==> config.mk <==
export PLATFORM = sky130hd
export DESIGN_NAME = mem_responder
export DESIGN_NICKNAME = d
export VERILOG_FILES = /design/src/rtl/mem_map_pkg.sv /design/src/rtl/ram_1p.sv /design/src/rtl/mem_responder.sv
export SDC_FILE = /design/constraint.sdc
export NUM_CORES = 2
export LEC_CHECK = 0
export CAP_MARGIN = 20
export CORE_ASPECT_RATIO = 1.25
export CORE_MARGIN = 2
export CORE_UTILIZATION = 40
export DETAILED_ROUTE_END_ITERATION = 8
export GPL_ROUTABILITY_DRIVEN = 0
export REMOVE_ABC_BUFFERS = 1
export SETUP_SLACK_MARGIN = 0.5
export SLEW_MARGIN = 20
export SYNTH_ARGS = -nofsm -noshare
export SYNTH_HDL_FRONTEND = slang
export SYNTH_SLANG_ARGS = --single-unit
==> constraint.sdc <==
create_clock -name clk -period 5.95 [get_ports clk]
set_input_delay 1.4875 -clock clk [delete_from_list [all_inputs] [get_ports clk]]
set_output_delay 1.4875 -clock clk [all_outputs]
set_load 0.01 [all_outputs]
==> src/rtl/mem_map_pkg.sv <==
// Shared command encodings, address map and decode region type for the
// memory responder and its testbench.
package mem_map_pkg;

    localparam logic [1:0] MEM_NONE    = 2'b00;
    localparam logic [1:0] MEM_WRITE   = 2'b01;
    localparam logic [1:0] MEM_READ    = 2'b10;
    localparam logic [1:0] MEM_ILLEGAL = 2'b11;

    localparam logic [8:0] RAM_BASE    = 9'h000;
    localparam logic [8:0] LED_ADDR    = 9'h100;
    localparam logic [8:0] SW_ADDR     = 9'h140;
    localparam logic [8:0] TIMER_ADDR  = 9'h180;
    localparam logic [8:0] STATUS_ADDR = 9'h1C0;

    localparam int unsigned TIMER_WIDTH = 16;

    typedef enum logic [2:0] {
        REG_RAM,
        REG_LED,
        REG_SW,
        REG_TIMER,
        REG_STATUS,
        REG_NONE
    } region_t;

endpackage

==> src/rtl/ram_1p.sv <==
module ram_1p #(
  parameter int unsigned DATA_WIDTH = 16,
  parameter int unsigned DEPTH      = 256,
  parameter string       INIT_FILE  = ""
) (
  input  logic                     clk,
  input  logic                     en,
  input  logic                     we,
  input  logic [$clog2(DEPTH)-1:0] addr,
  input  logic [DATA_WIDTH-1:0]    wdata,
  output logic [DATA_WIDTH-1:0]    rdata
);

  logic [DATA_WIDTH-1:0] mem [DEPTH];

  always_ff @(posedge clk) begin
    if (we) begin
      mem[addr] <= wdata;
    end else if (en) begin
      rdata <= mem[addr];
    end
  end

endmodule

==> src/rtl/mem_responder.sv <==
// Memory-side target: RAM, LED/SW/TIMER I/O registers and STATUS, with
// one-cycle read latency and a sticky protocol/decode error flag.
module mem_responder
    import mem_map_pkg::*;
#(
    parameter int unsigned DATA_WIDTH = 16,
    parameter int unsigned ADDR_WIDTH = 9,
    parameter int unsigned RAM_WORDS  = 256,
    parameter int unsigned LED_WIDTH  = 10,
    parameter int unsigned SW_WIDTH   = 10,
    parameter int unsigned TICK_DIV   = 50000
) (
    input  logic                  clk,
    input  logic                  reset,
    input  logic [1:0]            mem_cmd,
    input  logic [ADDR_WIDTH-1:0] mem_addr,
    input  logic [DATA_WIDTH-1:0] mem_wdata,
    output logic [DATA_WIDTH-1:0] mem_rdata,
    output logic                  mem_rvalid,
    input  logic [SW_WIDTH-1:0]   sw,
    output logic [LED_WIDTH-1:0]  led,
    output logic                  err
);

    localparam int unsigned RAM_AW = $clog2(RAM_WORDS);
    localparam int unsigned PW     = (TICK_DIV > 2) ? $clog2(TICK_DIV) : 1;

    function automatic region_t decode(input logic [ADDR_WIDTH-1:0] a);
        if ((a - ADDR_WIDTH'(RAM_BASE)) < ADDR_WIDTH'(RAM_WORDS)) decode = REG_RAM;
        else if (a == ADDR_WIDTH'(LED_ADDR))                      decode = REG_LED;
        else if (a == ADDR_WIDTH'(SW_ADDR))                       decode = REG_SW;
        else if (a == ADDR_WIDTH'(TIMER_ADDR))                    decode = REG_TIMER;
        else if (a == ADDR_WIDTH'(STATUS_ADDR))                   decode = REG_STATUS;
        else                                                      decode = REG_NONE;
    endfunction

    region_t                region;
    logic                   is_read;
    logic                   is_write;
    logic                   ram_en;
    logic                   ram_we;
    logic [RAM_AW-1:0]      ram_addr;
    logic [DATA_WIDTH-1:0]  ram_q;
    logic [DATA_WIDTH-1:0]  io_rdata;
    logic                   err_set;
    logic                   err_clr;
    logic                   rd_sel_ram;
    logic [DATA_WIDTH-1:0]  rd_hold;
    logic [SW_WIDTH-1:0]    sw_meta;
    logic [SW_WIDTH-1:0]    sw_sync;
    logic [PW-1:0]          presc;
    logic [TIMER_WIDTH-1:0] timer;
    logic                   timer_wr;
    logic                   tick;

    always_comb begin
        region   = decode(mem_addr);
        is_read  = (mem_cmd == MEM_READ);
        is_write = (mem_cmd == MEM_WRITE);
        ram_en   = is_read  && (region == REG_RAM);
        ram_we   = is_write && (region == REG_RAM);
        ram_addr = RAM_AW'(mem_addr - ADDR_WIDTH'(RAM_BASE));
        timer_wr = is_write && (region == REG_TIMER);
        tick     = (presc == PW'(TICK_DIV - 1));
        err_clr  = is_write && (region == REG_STATUS) && mem_wdata[0];
        err_set  = (mem_cmd == MEM_ILLEGAL)
                 || (is_read  && (region == REG_NONE))
                 || (is_write && ((region == REG_NONE) || (region == REG_SW)));

        io_rdata = '0;
        case (region)
            REG_LED:    io_rdata = DATA_WIDTH'(led);
            REG_SW:     io_rdata = DATA_WIDTH'(sw_sync);
            REG_TIMER:  io_rdata = DATA_WIDTH'(timer);
            REG_STATUS: io_rdata = DATA_WIDTH'(err);
            default:    io_rdata = '0;
        endcase
    end

    ram_1p #(
        .DATA_WIDTH(DATA_WIDTH),
        .DEPTH     (RAM_WORDS)
    ) u_ram (
        .clk  (clk),
        .en   (ram_en),
        .we   (ram_we),
        .addr (ram_addr),
        .wdata(mem_wdata),
        .rdata(ram_q)
    );

    // RAM data is already registered inside ram_1p; non-RAM read data is
    // captured here, and the selector picks which register drives the bus.
    always_ff @(posedge clk or posedge reset) begin
        if (reset) begin
            mem_rvalid <= 1'b0;
            rd_sel_ram <= 1'b0;
            rd_hold    <= '0;
        end else begin
            mem_rvalid <= is_read;
            if (is_read) begin
                rd_sel_ram <= (region == REG_RAM);
                rd_hold    <= io_rdata;
            end
        end
    end

    always_comb begin
        mem_rdata = rd_sel_ram ? ram_q : rd_hold;
    end

    always_ff @(posedge clk or posedge reset) begin
        if (reset) begin
            led     <= '0;
            err     <= 1'b0;
            sw_meta <= '0;
            sw_sync <= '0;
        end else begin
            sw_meta <= sw;
            sw_sync <= sw_meta;
            if (is_write && (region == REG_LED)) led <= mem_wdata[LED_WIDTH-1:0];
            if (err_set)      err <= 1'b1;
            else if (err_clr) err <= 1'b0;
        end
    end

    always_ff @(posedge clk or posedge reset) begin
        if (reset) begin
            presc <= '0;
            timer <= '0;
        end else if (timer_wr) begin
            presc <= '0;
            timer <= mem_wdata[TIMER_WIDTH-1:0];
        end else if (tick) begin
            presc <= '0;
            timer <= timer + 1'b1;
        end else begin
            presc <= presc + 1'b1;
        end
    end

endmodule

density.png
The die is cut into 29 by 36 equal tiles; white is low, dark blue is high, 0 to 100% covered.
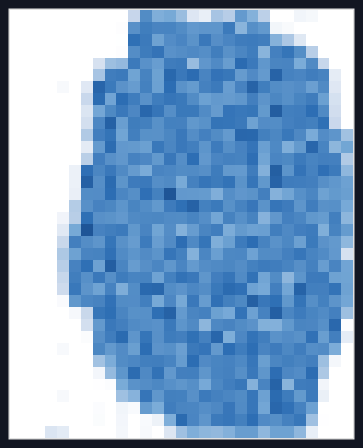
tiles over 75% full: 4.7%
fullest tile: 85%
mean over tiles: 44%
FP Util: 40.17%
area of the core: 400800 um2

==> flow_summary_export.csv <==
group,metric,value,unit
synthesis,adder_share,0.01554,%
sta,fin_skew,0.05424,ns
worst_setup_path,endpoint_kind,"flip-flop",
power_and_ir_drop,power.leakage,58.15,nW
power_and_ir_drop,power_per_cell_area,330.1,nW/um2
routing,top_layer,"met4",
routing,dr_total_vias,80160,
floorplanning,floorplan.die.height,713.3,um
global_route,grt_pass1_vias,79890,
final_layout,fin_nets,7865,
worst_setup_path,cp.required,6.77,ns
routing,wl_met2,235.9,mm
final_layout,repair_and_plain_buffers,702,
synthesis,seq_area_frac_synth,77.96,%
final_layout,area.share.sequential,67.71,%
floorplanning,dieArea,407600,um2
final_layout,clock_buffer_count,483,
synthesis,top_logic_kind,"multiplexers",
synthesis,yosys_cells,7127,
synthesis,share_of_synthesized_area_spent_on_multiplexers,16.50,%
final_layout,layout.cell_area.non_filler,185400,um2
worst_setup_path,path_delay_family,"simple AND/OR/NAND/NOR gates",
placed_design,placed_cells,12800,
final_layout,synthToLayoutAreaGrowth,15.14,%
synthesis,ys.flop_type,"edfxtp_1",
flow_run,warnings,110,
final_layout,comb_cells,2521,
worst_setup_path,launching_point_of_the_worst_reg2reg_path,"u_ram.mem[191][14]",
sta,setup_tns,0,ns
worst_setup_path,cp_cell_sequence,"buf_8, buf_12, nor2_4, nand3_1, nor2_1, nand2_1, mux2_2",
synthesis,netlist_area,161000,um2
clocking,insertion_delay,0.97,ns
global_route,grt_antenna_before_repair,22,
synthesis,yosys-stat-area,161000,um2
sta,worst_slew_pin_slew,1.321,ns
synthesis,netlist.area_leader.share,76.70,%
clocking,clock_sinks,4193,
synthesis,yosys-top-cells-count,"edfxtp_1, mux4_2, nor2_1",
worst_setup_path,worstSetupPathType,"in2reg",
placed_design,io_buffers,66,
sta,fmax,199.6,MHz
hold_path,min-delay-start,"sw_meta[9]",
sta,slew_headroom,11.69,%
global_route,grt_pass1_wl,654.9,mm
power_and_ir_drop,report.power.total,61.19,mW
placed_design,placement.cell_area,172400,um2
clocking,clockRootBuffer,"clkbuf_16",
floorplanning,rows,260,
routing,detailedRoute.firstIterationViolations,11070,
clocking,post_cts_hold_buffer_count,0,
floorplanning,die_width,571.4,um
synthesis,netlist_instances,7127,
power_and_ir_drop,power.ir.vdd_worst,0.3375,mV
final_layout,diodes,19,
synthesis,synth.cellmix.compoundShare,1.799,%
synthesis,postSynth.asyncResetShare,1.932,%
clocking,tritoncts,"done",
clocking,post_cts_resized,0,
final_layout,ff_latch_area,125500,um2
outcome,run_status,"complete, no violations",
routing,viasPerCell,5.921,
routing,avgRoutedWirePerCell,35.25,um
worst_setup_path,slowest_delay,1.17,ns
final_layout,clock_cell_area_share,6.963,%
synthesis,yosys.area_share.simple,2.137,%
clocking,clk_pin_slew_worst_paths,0.06,ns
global_route,met1_usage,29.12,%
final_layout,final_cell_mix,"edfxtp_1, mux4_2, buf_4",
sta,timing.final.max_slew_violations,0,
synthesis,synth_flops,4193,
synthesis,synth.lib_cells_used.distinct,65,
clocking,postCtsSetupBuffers,0,
final_layout,num-nonclk-inverters,11,
synthesis,synth_warnings,0,
final_layout,layout_top_cell_excl_fill_tap,"edfxtp_1",
floorplanning,num_io_pins,67,
sta,post-route-min-period,5.009,ns
sta,fin_hold_ws,0.3541,ns
global_route,grtUsageTotal,23.13,%
worst_setup_path,setup.worst_path.start_class,"input port",
synthesis,synth_area_leader_cell,"edfxtp_1",
clocking,clock_buffer_count_from_cts,395,
hold_path,timing.hold.worst.class,"reg2reg",
routing,detailedRoute.firstPassIterationCount,6,
clocking,clock_path_buffers,4,
routing,ant_nets,0,
placed_design,post-place-ws,0.1238,ns
worst_setup_path,critical_path.slowest_cell,"nor2_1",
synthesis,post_synth_xor_area_fraction,0.1578,%
sta,final.setup.worst_slack,0.9405,ns
synthesis,most_common_cell,"edfxtp_1",
final_layout,num-fill-cells,32990,
flow_run,max_cap_viol_count,0,
final_layout,flop-count,4193,
final_layout,fraction_of_final_layout_cells_sized_beyond_drive_strength_1,31.39,%
final_layout,sh_comb_area,18.19,%
sta,setup_viol,0,
global_route,gr-max-usage-layer,"met2",
worst_setup_path,timing.critical_path.fanout_max,33,
global_route,use_met3,4.429,%
sta,final.period_utilization,84.19,%
global_route,grt_use_met2,38.17,%
synthesis,synthesis.area_per_instance,22.59,um2
routing,route.detailed.drc,0,
routing,wl_met3,40.12,mm
worst_setup_path,timing.critical_path.from,"mem_addr[2]",
final_layout,finalNonFillerCells,13540,
worst_setup_path,critical_path_arrival,5.83,ns
sta,finalHoldViolations,0,
global_route,overflow,0,
clocking,cts-htree-levels,5,
placed_design,dp_hpwl,298.3,mm
worst_setup_path,path_buffers,2,
final_layout,buffer_area_share,3.459,%
synthesis,enable_flop_cells,4112,
final_layout,largest_class,"flip-flops and latches",
final_layout,area_occupied_by_multi_input_gates,33720,um2
final_layout,final_core_util,46.25,%
routing,detail_route.wirelength,477.3,mm
synthesis,top_cells_by_area,"edfxtp_1, mux4_2, dfrtp_1",
global_route,grt_max_degree,179,
floorplanning,tapCellCount,5371,
routing,detail_route.wirelength.met1,172.9,mm
sta,rsz0062_at_grt,"false",
metal_stack.png
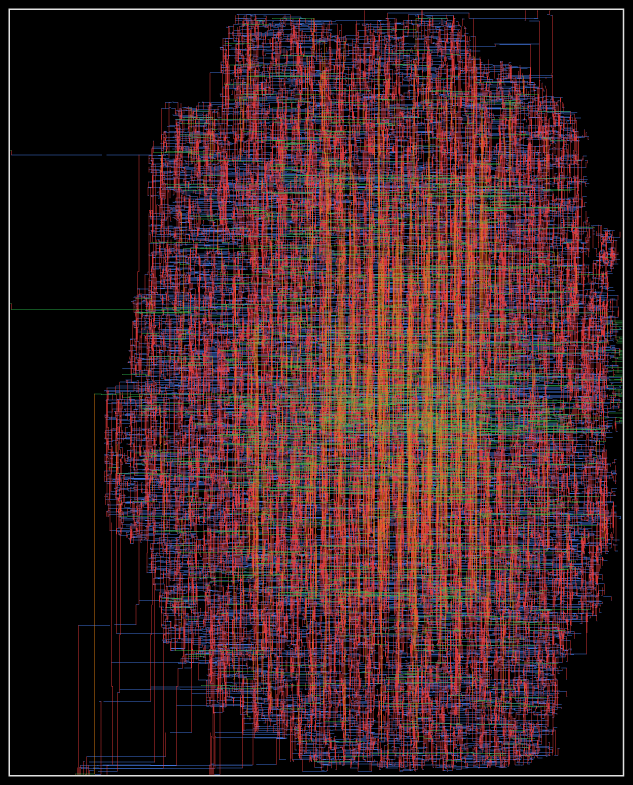
[blue] met1 | wire length: 173 mm
[orange] met4 | wire length: 28.3 mm
[green] met3 | wire length: 40.1 mm
[red] met2 | wire length: 236 mm

## worst paths after layout
check | to | cells after the start | slack (ns)
max | led[0] | 7 | 0.94
max reg2reg | u_ram.rdata[14] | 6 | 2.41
max in group asynchronous | presc[12] | 3 | 4.39
min reg2reg | sw_sync[9] | 0 | 0.35
min | sw_sync[9] | 0 | 0.35
min in group asynchronous | sw_sync[5] | 3 | 1.05
## sequential cells by signal, summed over array words and instances, names as in the netlist
register and count:
presc 16, sw_sync 10, u_ram.mem 4096, u_ram.rdata 16, led 10, rd_hold 16
sw_meta 10, err 1, timer 16, mem_rvalid 1, rd_sel_ram 1
## power by group
group / switching (mW) / internal [mW] / total [mW]
combinational: 2.06 / 1.10 / 3.16
clock: 11.1 / 14.4 / 25.5
sequential: 0.0517 / 32.5 / 32.5
total: 13.2 / 48.0 / 61.2
No activity file was given, so power comes from the tool's default toggle rates.
